## config.mk

```make
export PLATFORM = sky130hd
export DESIGN_NAME = imm_ext_pipe
export DESIGN_NICKNAME = d
export VERILOG_FILES = /design/src/rtl/imm_ext_pipe.sv
export SDC_FILE = /design/constraint.sdc
export NUM_CORES = 1
export LEC_CHECK = 0
export CAP_MARGIN = 25
export CORE_MARGIN = 2
export CORE_UTILIZATION = 30
export CTS_CLUSTER_DIAMETER = 80
export DETAILED_ROUTE_END_ITERATION = 12
export PLACE_DENSITY = 0.63
export RECOVER_POWER = 25
export SLEW_MARGIN = 0
export SYNTH_ARGS = -nofsm -noshare
export SYNTH_HDL_FRONTEND = slang
export SYNTH_SLANG_ARGS = --single-unit
```

## constraint.sdc

```tcl
create_clock -name clk -period 2.15 [get_ports clk]
set_clock_uncertainty 0.1 [all_clocks]
set_input_delay 0.645 -clock clk [delete_from_list [all_inputs] [get_ports clk]]
set_output_delay 0.645 -clock clk [all_outputs]
set_load 0.05 [all_outputs]
```

## src/rtl/imm_ext_pipe.sv

```systemverilog
// Sign/zero extender for run-time-width immediate fields, buffered by a 2-entry valid/ready FIFO.
// Optional left shift of the extended value is enabled by defining SHIFT_EN.
module imm_ext_pipe #(
    parameter int IN_W  = 12,
    parameter int OUT_W = 16,
    parameter int CNT_W = 8,
    localparam int LEN_W = $clog2(IN_W + 1)
) (
    input  logic             clk,
    input  logic             rst_n,
    input  logic             in_valid,
    output logic             in_ready,
    input  logic [IN_W-1:0]  in_data,
    input  logic [LEN_W-1:0] in_len,
    input  logic             in_signed,
    input  logic [1:0]       in_shift,
    output logic             out_valid,
    input  logic             out_ready,
    output logic [OUT_W-1:0] out_data,
    output logic             out_err,
    output logic [CNT_W-1:0] err_cnt
);

    typedef enum logic [1:0] {
        EMPTY = 2'd0,
        ONE   = 2'd1,
        FULL  = 2'd2
    } occ_t;

    occ_t             occ_q, occ_d;
    logic [OUT_W-1:0] head_data_q, head_data_d;
    logic             head_err_q, head_err_d;
    logic [OUT_W-1:0] tail_data_q, tail_data_d;
    logic             tail_err_q, tail_err_d;
    logic [CNT_W-1:0] err_cnt_q, err_cnt_d;

    logic             legal;
    logic             sign_bit;
    logic [OUT_W-1:0] ext;
    logic [OUT_W-1:0] new_data;
    logic             new_err;
    logic             push, pop;

    assign in_ready  = (occ_q != FULL);
    assign out_valid = (occ_q != EMPTY);
    assign out_data  = head_data_q;
    assign out_err   = head_err_q;
    assign err_cnt   = err_cnt_q;
    assign push      = in_valid & in_ready;
    assign pop       = out_valid & out_ready;

`ifndef SHIFT_EN
    logic [1:0] unused_shift;
    assign unused_shift = in_shift;
`endif

    always_comb begin
        legal    = (in_len != '0) && (in_len <= LEN_W'(IN_W));
        sign_bit = 1'b0;
        for (int unsigned i = 0; i < IN_W; i++) begin
            if (LEN_W'(i + 1) == in_len) sign_bit = in_data[i];
        end
        // Fill every bit with the extension bit, then overlay the live field bits.
        ext = '0;
        for (int unsigned i = 0; i < OUT_W; i++) ext[i] = in_signed & sign_bit;
        for (int unsigned i = 0; i < IN_W; i++) begin
            if (LEN_W'(i) < in_len) ext[i] = in_data[i];
        end
`ifdef SHIFT_EN
        ext = ext << in_shift;
`endif
        new_data = legal ? ext : '0;
        new_err  = ~legal;
    end

    always_comb begin
        occ_d       = occ_q;
        head_data_d = head_data_q;
        head_err_d  = head_err_q;
        tail_data_d = tail_data_q;
        tail_err_d  = tail_err_q;
        err_cnt_d   = err_cnt_q;

        unique case (occ_q)
            EMPTY: begin
                if (push) begin
                    head_data_d = new_data;
                    head_err_d  = new_err;
                    occ_d       = ONE;
                end
            end
            ONE: begin
                if (push) begin
                    if (pop) begin
                        head_data_d = new_data;
                        head_err_d  = new_err;
                    end else begin
                        tail_data_d = new_data;
                        tail_err_d  = new_err;
                        occ_d       = FULL;
                    end
                end else if (pop) begin
                    head_data_d = '0;
                    head_err_d  = 1'b0;
                    occ_d       = EMPTY;
                end
            end
            FULL: begin
                if (pop) begin
                    head_data_d = tail_data_q;
                    head_err_d  = tail_err_q;
                    tail_data_d = '0;
                    tail_err_d  = 1'b0;
                    occ_d       = ONE;
                end
            end
            default: begin
                occ_d       = EMPTY;
                head_data_d = '0;
                head_err_d  = 1'b0;
            end
        endcase

        if (push && !legal && (err_cnt_q != '1)) err_cnt_d = err_cnt_q + 1'b1;
    end

    always_ff @(posedge clk or negedge rst_n) begin
        if (!rst_n) begin
            occ_q       <= EMPTY;
            head_data_q <= '0;
            head_err_q  <= 1'b0;
            tail_data_q <= '0;
            tail_err_q  <= 1'b0;
            err_cnt_q   <= '0;
        end else begin
            occ_q       <= occ_d;
            head_data_q <= head_data_d;
            head_err_q  <= head_err_d;
            tail_data_q <= tail_data_d;
            tail_err_q  <= tail_err_d;
            err_cnt_q   <= err_cnt_d;
        end
    end

endmodule
```

### Signal wires on met1

Scale bar: 20 µm.
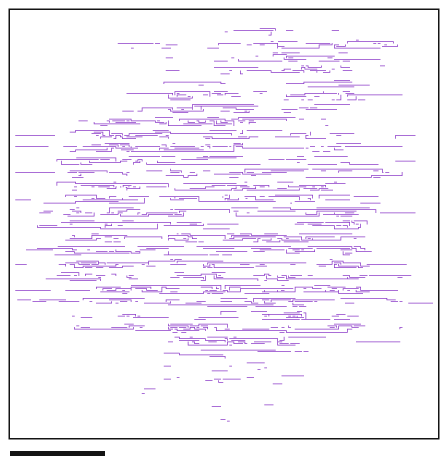
longest straight run = 23.9 µm
main direction = horizontal
share of all routed wire = 46%
nets with wire on the layer = 323
wire length on this layer = 2990 µm

### Met2 routing

Scale bar: 20 µm.
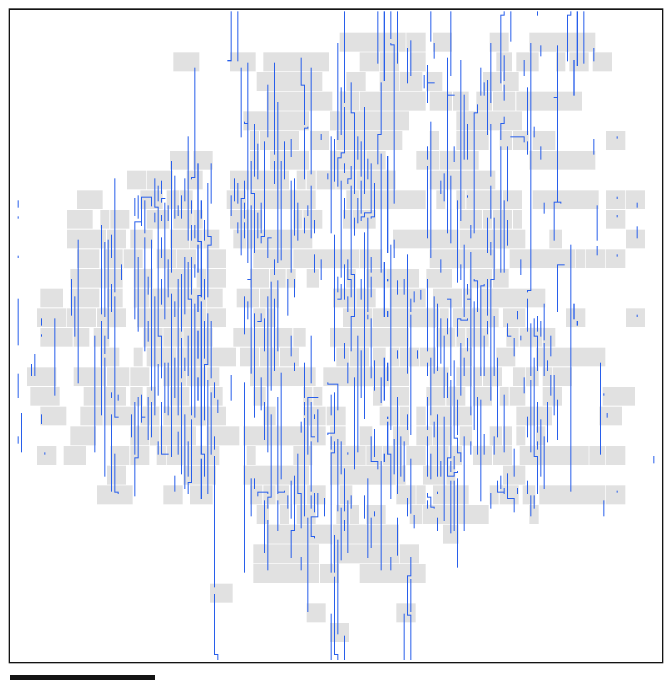
main direction = vertical
share of all routed wire = 48%
vias: 2223
WL final: 6490 µm
grt met2 use: 0.271

==> results.yml <==
# physical design summary
outcome:
  status: "finished with violations"
  violations: "negative setup slack"
floorplan:
  chipHeight_um: 90.1
  fp-utilization: 0.309
yosys:
  top_area_frac: 0.427
  simple_gate_area_frac: 0.206
  synth.cellmix.adderShare: 0.00562
  yosys_warnings: 0
  largest_area_cell: "dfrtp_1"
  syn-num-nets: 268
  async_flop_share: 1.00
  top_logic_kind: "AND-OR/OR-AND gates"
  synth-xor-area-share: 0.0354
  ys_seq_elements: 38
  yosysMostFrequentCell: "dfrtp_1"
pwr:
  power.ir.vdd_worst_mv: 0.302
  comb_cell_power_w: 0.00125
  p_total_w: 0.00305
  switching_share: 0.397
  power.leakage_nw: 1.53
  clkPwrFrac: 0.244
timing:
  whs_ns: 0.342
  finalSetupViolCount: 3
  layout_setup_ws_ns: -0.0122
worst_setup_path:
  cp-startpoint: "in_len[2]"
  endpoint: "out_data[10]"
  crit_family: "AND-OR/OR-AND gates"
  worstSetupPathType: "input pin to flip-flop"
  crit_path_top_delay_cell: "or3b_4"
cells_and_area:
  final_cell_mix: "buf_4 (83), dfrtp_1 (36), nand2_1 (29)"
  finalNonFillerCells: 438
  nNonClkBuffers: 107
  nClkBuffers: 5
  drive_above_1_share: 0.389
  postLayoutCellArea_um2: 3380
placed_design:
  gp_congestion: 0.842
  pre_cts_slack_ns: -0.839
routing:
  drtPass1Iterations: 4
  routedWlPerCell_um: 14.8
  top_layer: "met4"
worst_hold_path:
  hold_class: "input pin to asynchronous set/reset pin"
clock_tree:
  cts_tree: "yes"
run:
  cap_violations: 0
Power is estimated from default activity; no workload was simulated.
